`src/rtl/acc_multi_dispatch.sv`:
```
`default_nettype none
// +--------------------------------------------------------------------------+
// | Module      : acc_multi_dispatch                                         |
// | Description : Dispatches issue-stage accelerator requests to NR_ACC      |
// |               channels through one-entry per-channel buffers with        |
// |               outstanding-op credit limits, and merges the channel       |
// |               responses round-robin into one registered response port.   |
// | Option      : ACC_DISPATCH_PERF_EN enables the request-stall counter on  |
// |               perf_stall_o (tied to zero otherwise).                     |
// | Revision    : 1.0  initial release                                       |
// +--------------------------------------------------------------------------+
module acc_multi_dispatch #(
  parameter  int NR_ACC    = 2,
  parameter  int MAX_OUTST = 4,
  parameter  int TID_W     = 3,
  parameter  int XLEN      = 64,
  localparam int c_sel_w   = (NR_ACC > 1) ? $clog2(NR_ACC) : 1,
  localparam int c_req_w   = 32 + 2 * XLEN + TID_W,
  localparam int c_rsp_w   = XLEN + TID_W
) (
  input  logic                        clk_i,
  input  logic                        rst_i,
  input  logic                        flush_i,
  input  logic                        req_valid_i,
  output logic                        req_ready_o,
  input  logic [c_sel_w-1:0]          req_sel_i,
  input  logic [31:0]                 req_insn_i,
  input  logic [XLEN-1:0]             req_rs1_i,
  input  logic [XLEN-1:0]             req_rs2_i,
  input  logic [TID_W-1:0]            req_tid_i,
  output logic [NR_ACC-1:0]           acc_req_valid_o,
  input  logic [NR_ACC-1:0]           acc_req_ready_i,
  output logic [NR_ACC*c_req_w-1:0]   acc_req_data_o,
  input  logic [NR_ACC-1:0]           acc_resp_valid_i,
  output logic [NR_ACC-1:0]           acc_resp_ready_o,
  input  logic [NR_ACC*c_rsp_w-1:0]   acc_resp_data_i,
  output logic                        resp_valid_o,
  input  logic                        resp_ready_i,
  output logic [XLEN-1:0]             resp_result_o,
  output logic [TID_W-1:0]            resp_tid_o,
  output logic [c_sel_w-1:0]          resp_ch_o,
  output logic                        busy_o,
  output logic [31:0]                 perf_stall_o
);

  localparam int                 c_cnt_w = $clog2(MAX_OUTST + 1);
  localparam logic [c_sel_w-1:0] c_last  = c_sel_w'(NR_ACC - 1);

  logic [NR_ACC-1:0]  r_buf_vld;
  logic [c_req_w-1:0] r_buf_data  [NR_ACC];
  logic [c_cnt_w-1:0] r_outst     [NR_ACC];
  logic [c_cnt_w-1:0] w_outst_nxt [NR_ACC];
  logic [c_cnt_w:0]   w_sum;
  logic [NR_ACC-1:0]  w_issue;
  logic [NR_ACC-1:0]  w_outst_nz;
  logic [NR_ACC-1:0]  w_gnt_oh;
  logic               w_sel_hit;
  logic               w_sel_free;
  logic               w_sel_room;
  logic               w_accept;
  logic               w_take;
  logic               w_gnt_any;
  logic               w_hi_any;
  logic [c_sel_w-1:0] w_hi_idx;
  logic [c_sel_w-1:0] w_lo_idx;
  logic [c_sel_w-1:0] w_gnt_idx;
  logic [c_rsp_w-1:0] w_hi_data;
  logic [c_rsp_w-1:0] w_lo_data;
  logic [c_rsp_w-1:0] w_gnt_data;
  logic               r_rsp_vld;
  logic [c_rsp_w-1:0] r_rsp_data;
  logic [c_sel_w-1:0] r_rsp_ch;
  logic [c_sel_w-1:0] r_ptr;

  assign w_issue = r_buf_vld & acc_req_ready_i;

  // Look up the selected channel: buffer free (or draining now) and credit left.
  // The buffered entry counts against the credit even while it issues.
  always_comb begin
    w_sel_hit  = 1'b0;
    w_sel_free = 1'b0;
    w_sel_room = 1'b0;
    for (int c = 0; c < NR_ACC; c++) begin
      if (req_sel_i == c_sel_w'(c)) begin
        w_sel_hit  = 1'b1;
        w_sel_free = !r_buf_vld[c] || w_issue[c];
        w_sel_room = ({1'b0, r_outst[c]} + {{c_cnt_w{1'b0}}, r_buf_vld[c]})
                     < (c_cnt_w + 1)'(MAX_OUTST);
      end
    end
  end

  assign req_ready_o = !flush_i && w_sel_hit && w_sel_free && w_sel_room;
  assign w_accept    = req_valid_i && req_ready_o;

  // Per-channel request buffer: load on accept, drop on issue or flush.
  always_ff @(posedge clk_i or posedge rst_i) begin
    if (rst_i) begin
      r_buf_vld <= '0;
      for (int c = 0; c < NR_ACC; c++) r_buf_data[c] <= '0;
    end else begin
      for (int c = 0; c < NR_ACC; c++) begin
        if (w_accept && (req_sel_i == c_sel_w'(c))) begin
          r_buf_vld[c]  <= 1'b1;
          r_buf_data[c] <= {req_insn_i, req_rs1_i, req_rs2_i, req_tid_i};
        end else if (w_issue[c] || flush_i) begin
          r_buf_vld[c]  <= 1'b0;
        end
      end
    end
  end

  assign acc_req_valid_o = r_buf_vld;

  generate
    for (genvar c = 0; c < NR_ACC; c++) begin : g_req_data
      assign acc_req_data_o[c*c_req_w +: c_req_w] = r_buf_data[c];
    end
  endgenerate

  // Round-robin search: lowest requester at/above the pointer, else lowest overall.
  always_comb begin
    w_hi_any  = 1'b0;
    w_hi_idx  = '0;
    w_hi_data = '0;
    w_lo_idx  = '0;
    w_lo_data = '0;
    for (int c = NR_ACC - 1; c >= 0; c--) begin
      if (acc_resp_valid_i[c]) begin
        w_lo_idx  = c_sel_w'(c);
        w_lo_data = acc_resp_data_i[c*c_rsp_w +: c_rsp_w];
        if (c_sel_w'(c) >= r_ptr) begin
          w_hi_any  = 1'b1;
          w_hi_idx  = c_sel_w'(c);
          w_hi_data = acc_resp_data_i[c*c_rsp_w +: c_rsp_w];
        end
      end
    end
  end

  assign w_take     = !r_rsp_vld || resp_ready_i;
  assign w_gnt_any  = w_take && (|acc_resp_valid_i);
  assign w_gnt_idx  = w_hi_any ? w_hi_idx  : w_lo_idx;
  assign w_gnt_data = w_hi_any ? w_hi_data : w_lo_data;

  generate
    for (genvar c = 0; c < NR_ACC; c++) begin : g_gnt
      assign w_gnt_oh[c] = w_gnt_any && (w_gnt_idx == c_sel_w'(c));
    end
  endgenerate

  assign acc_resp_ready_o = w_gnt_oh;

  // Outstanding count: +1 on issue, -1 on granted response, floor at zero.
  always_comb begin
    w_sum = '0;
    for (int c = 0; c < NR_ACC; c++) begin
      w_sum = {1'b0, r_outst[c]} + {{c_cnt_w{1'b0}}, w_issue[c]};
      if (w_gnt_oh[c] && (w_sum != '0)) w_sum = w_sum - (c_cnt_w + 1)'(1);
      w_outst_nxt[c] = w_sum[c_cnt_w-1:0];
      w_outst_nz[c]  = (r_outst[c] != '0);
    end
  end

  // Outstanding counter registers; flush never touches them.
  always_ff @(posedge clk_i or posedge rst_i) begin
    if (rst_i) begin
      for (int c = 0; c < NR_ACC; c++) r_outst[c] <= '0;
    end else begin
      for (int c = 0; c < NR_ACC; c++) r_outst[c] <= w_outst_nxt[c];
    end
  end

  // Response register and round-robin pointer; held while stalled downstream.
  always_ff @(posedge clk_i or posedge rst_i) begin
    if (rst_i) begin
      r_rsp_vld  <= 1'b0;
      r_rsp_data <= '0;
      r_rsp_ch   <= '0;
      r_ptr      <= '0;
    end else if (w_take) begin
      r_rsp_vld <= w_gnt_any;
      if (w_gnt_any) begin
        r_rsp_data <= w_gnt_data;
        r_rsp_ch   <= w_gnt_idx;
        r_ptr      <= (w_gnt_idx == c_last) ? '0 : w_gnt_idx + c_sel_w'(1);
      end
    end
  end

  assign resp_valid_o  = r_rsp_vld;
  assign resp_result_o = r_rsp_data[c_rsp_w-1:TID_W];
  assign resp_tid_o    = r_rsp_data[TID_W-1:0];
  assign resp_ch_o     = r_rsp_ch;
  assign busy_o        = (|r_buf_vld) || (|w_outst_nz);

`ifdef ACC_DISPATCH_PERF_EN
  logic [31:0] r_perf;

  // Count cycles where a request is presented but not accepted.
  always_ff @(posedge clk_i or posedge rst_i) begin
    if (rst_i) begin
      r_perf <= '0;
    end else if (req_valid_i && !req_ready_o) begin
      r_perf <= r_perf + 32'd1;
    end
  end

  assign perf_stall_o = r_perf;
`else
  assign perf_stall_o = 32'd0;
`endif

endmodule
`default_nettype wire

```
`config.mk`:
```
export PLATFORM = sky130hd
export DESIGN_NAME = acc_multi_dispatch
export DESIGN_NICKNAME = d
export VERILOG_FILES = /design/src/rtl/acc_multi_dispatch.sv
export SDC_FILE = /design/constraint.sdc
export NUM_CORES = 1
export LEC_CHECK = 0
export CORE_AREA = 3 3 290 292
export CTS_CLUSTER_SIZE = 20
export DETAILED_ROUTE_END_ITERATION = 10
export DIE_AREA = 0 0 293 295
export GPL_ROUTABILITY_DRIVEN = 0
export PLACE_DENSITY_LB_ADDON = 0.08
export SLEW_MARGIN = 15
export SYNTH_ARGS = -nofsm -noshare
export SYNTH_HDL_FRONTEND = slang
export SYNTH_SLANG_ARGS = --single-unit
```
`constraint.sdc`:
```
create_clock -name clk_i -period 20.6 [get_ports clk_i]
set_input_delay 6.18 -clock clk_i [delete_from_list [all_inputs] [get_ports clk_i]]
set_output_delay 6.18 -clock clk_i [all_outputs]
set_load 0.02 [all_outputs]
```
==> flow_metrics.env <==
# implementation run metrics
export IMPL_n_sequential_cell=404
export IMPL_min_period_over_period_pct=68.3
export IMPL_topRoutingLayerUsed="met5"
export IMPL_area_growth_pct=60.7
export IMPL_final_setup_skew_ns=0.0132
export IMPL_topCellsByArea="dfrtp_1 (62%), mux2_2 (18%), mux2_4 (6.5%)"
export IMPL_ys_sh_xor_pct=0.108
export IMPL_clock_tree_buffer_depth=3
export IMPL_final_comb_area_mm2=0.00561
export IMPL_tritoncts_num_sinks=404
export IMPL_dr_wl_met3_um=5000
export IMPL_max_slew_worst_pin_slew_ns=1.02
export IMPL_wirelength_um=61100
export IMPL_r2r_cells=6
export IMPL_n_all_buffers=722
export IMPL_compound_area_share_pct=5.84
export IMPL_clk_root_buffer_cell="clkbuf_16"
export IMPL_drive_gt1_share_pct=23.2
export IMPL_worst_setup_hold_path_clk_slew_ns=0.05
export IMPL_slew_violations=0
export IMPL_fin_tns_setup_ns=0
export IMPL_timing_fmax_mhz=71.0
export IMPL_report_final_hold_viol_count=0
export IMPL_synth_yosys_seq_area_share_pct=62.4
export IMPL_dp_cells=2827
export IMPL_rows=105
export IMPL_crit_start="resp_ready_i"
export IMPL_antenna_cells=5
export IMPL_crit_path_cell_trace="clkdlybuf4s50_1 > nand2b_1 > nand3_1 > inv_1 > clkdlybuf4s50_1"
export IMPL_fraction_of_area_in_multi_input_gates_pct=21.5
export IMPL_route_met2_wl_um=32700
export IMPL_fillcell_total=8252
export IMPL_grt_start_max_net_pins=103
export IMPL_preCtsSetupSlack_ns=6.50
export IMPL_design_core_area_mm2=0.0818
export IMPL_max_slew_margin_rel_pct=32.3
export IMPL_clock_buffers_created_by_tritoncts=52
export IMPL_openroad_warnings=29
export IMPL_timing_critical_path_slowest_stage_cell="clkdlybuf4s50_1"
export IMPL_crit_path_class="in -> out"
export IMPL_layout_top_cells_excl_fill_tap="clkdlybuf4s50_1 (707), dfrtp_1 (404), mux2_2 (256)"
export IMPL_nNetsFinal=2125
export IMPL_netSwitchingFraction_pct=34.4
export IMPL_postLayoutCellArea_mm2=0.0260
export IMPL_drt_drc_violations_left=0
export IMPL_maxCapViolations=0
export IMPL_clock_cell_area_share_pct=6.62
export IMPL_worstPathArrival_ns=7.90
export IMPL_clkbuf_count=82
export IMPL_layout_min_cycle_time_ns=14.08
export IMPL_placedInstanceArea_mm2=0.0243
export IMPL_simple_gate_share_pct=2.83
export IMPL_syn_area_mm2=0.0162
export IMPL_timing_critical_path_depth=5
export IMPL_dieArea_mm2=0.0864
export IMPL_asyncSetResetFlopFracSynth_pct=100
export IMPL_status="finished, final reports clean"
export IMPL_timing_critical_path_to="acc_resp_ready_o[1]"
export IMPL_power_sequential_fraction_pct=33.6
export IMPL_post_synth_fa_ha_maj_area_fraction_pct=0.463
export IMPL_worst_setup_path_end_kind="output pin"
export IMPL_nWellTaps=1070
export IMPL_main_power_group="combinational cells"
export IMPL_post_cts_resize_count=0
export IMPL_largest_register_ffs=326
export IMPL_critical_path_max_stage_delay_ns=0.65
export IMPL_routed_via_density=3.96
export IMPL_place_detailed_hpwl_um=45300
export IMPL_postSynthCellCount=1102
export IMPL_whs_ns=0.476
export IMPL_clk_power_w=0.000910
export IMPL_antenna_violations_before_repair=8
export IMPL_firstDrtPassIters=5
export IMPL_drtAntennaViolNets=0
export IMPL_port_buffer_count=707
export IMPL_synth_edff_count=0
export IMPL_cts_tree="done"
export IMPL_comb_multi_input_count=624
export IMPL_startpoint_type="input pin"
export IMPL_finalNonFillerCells=2929
export IMPL_syn_avg_cell_area_um2=14.7
export IMPL_grt_setup_unrepaired="false"
export IMPL_p_int_w=0.00248
export IMPL_area_share_nonclk_buffers_pct=27.7
export IMPL_total_power_w=0.00378
export IMPL_gate_power_share_pct=42.3
export IMPL_yosysMostFrequentCell="dfrtp_1"
export IMPL_hold_start="r_rsp_data[7]"
export IMPL_seqCellArea_mm2=0.0101
export IMPL_wl_met1_um=21400
export IMPL_layout_top_cell="clkdlybuf4s50_1"
export IMPL_min_path_cells=2
export IMPL_crit_path_drt_ns=14.42
export IMPL_top_cell_area_share_pct=62.4
export IMPL_r2r_setup_slack_ns=16.58
export IMPL_dr_first_iter_drc_count=370
export IMPL_min_path_type="reg -> reg"
export IMPL_yosys_register_bits=404
export IMPL_synth_lib_cells_used_distinct=33
export IMPL_critical_path_top_delay_family="buffers and inverters"
export IMPL_ir_worst_vdd_uv=65.7
export IMPL_critical_path_buf_inv_count=3
export IMPL_timing_final_setup_violations=0
export IMPL_comb_power_w=0.00160
export IMPL_pin_count=740
export IMPL_synth_area_mux_share_pct=24.4
export IMPL_h_tree_depth=2
export IMPL_topCombFamilyByArea="multiplexers"
export IMPL_power_switching_w=0.00130
export IMPL_inverters_excl_clock=8
export IMPL_crit_reg2reg_capture="acc_req_data_o[177]"
export IMPL_ys_cells=1102
export IMPL_cts_hold_repair_buffers=0
export IMPL_layout_setup_ws_ns=6.52
export IMPL_grt_first_pass_wirelength_um=87500
export IMPL_cp_max_fo=6
export IMPL_power_frac_clock_pct=24.1
export IMPL_grt_pass1_vias=12400
export IMPL_ys_warn_count=0
export IMPL_ys_area_mm2=0.0162
export IMPL_post_synth_top_area_cell="dfrtp_1"
export IMPL_dieHeight_um=295
export IMPL_r2r_start="r_outst[2]"
export IMPL_cellPowerDensity_mw_per_mm2=145
export IMPL_hold_end="r_rsp_data[7]"
export IMPL_area_dominant_class="flip-flops and latches"
export IMPL_path_common_cell="clkdlybuf4s50_1"
export IMPL_primary_flip_flop_cell_chosen_by_synthesis_mapping="dfrtp_1"
export IMPL_p_leak_nw=10.9
export IMPL_initial_core_util_pct=19.8
export IMPL_die_x_um=293
export IMPL_post_cts_setup_buffers=0
export IMPL_latest_clock_arrival_within_the_worst_skew_pair_ns=0.58
==> images/layers.png <==
Bar = 100 µm.
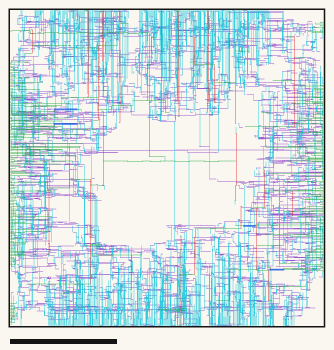
colour	layer	wire length
purple	M1	21.4 mm
cyan	M2	32.7 mm
green	M3	5000 µm
red	M4	2040 µm
blue	M5	62.6 µm
total via count in the routed design: 11600
Total GRT Usage: 13.6%
mean routed wirelength per cell: 20.9 µm

==> images/ff_map.png <==
Bar = 100 µm. Other sequential cells in the stronger grey, the rest of the logic in the fainter grey.
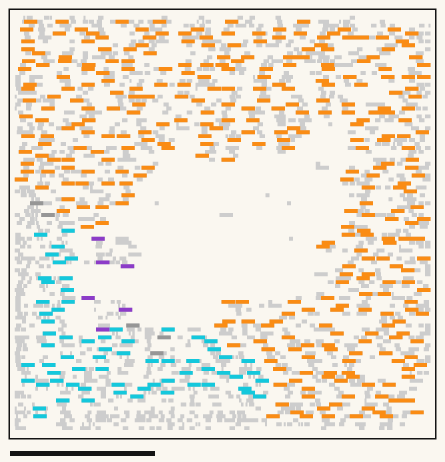
colour	netlist name	sequential cells
cyan	`r_rsp_data`	67
orange	`acc_req_data_o`	326
purple	`r_outst`	6
not coloured	5
Flop+latch power: 0.00127 W
flip-flop and latch share of the layout cell area: 38.8%

==> images/congestion_map.png <==
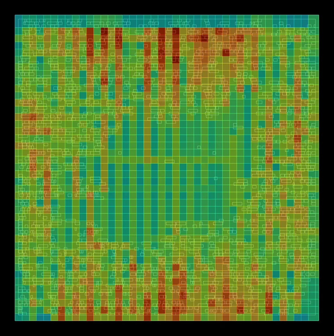
most congested layer reported by global routing: met2
GR Util met2: 25.2%
met1 global-route usage: 14.1%
met3 GRT Util: 4.88%
final core area utilization: 31.8%

No activity file was given, so power comes from the tool's default toggle rates.
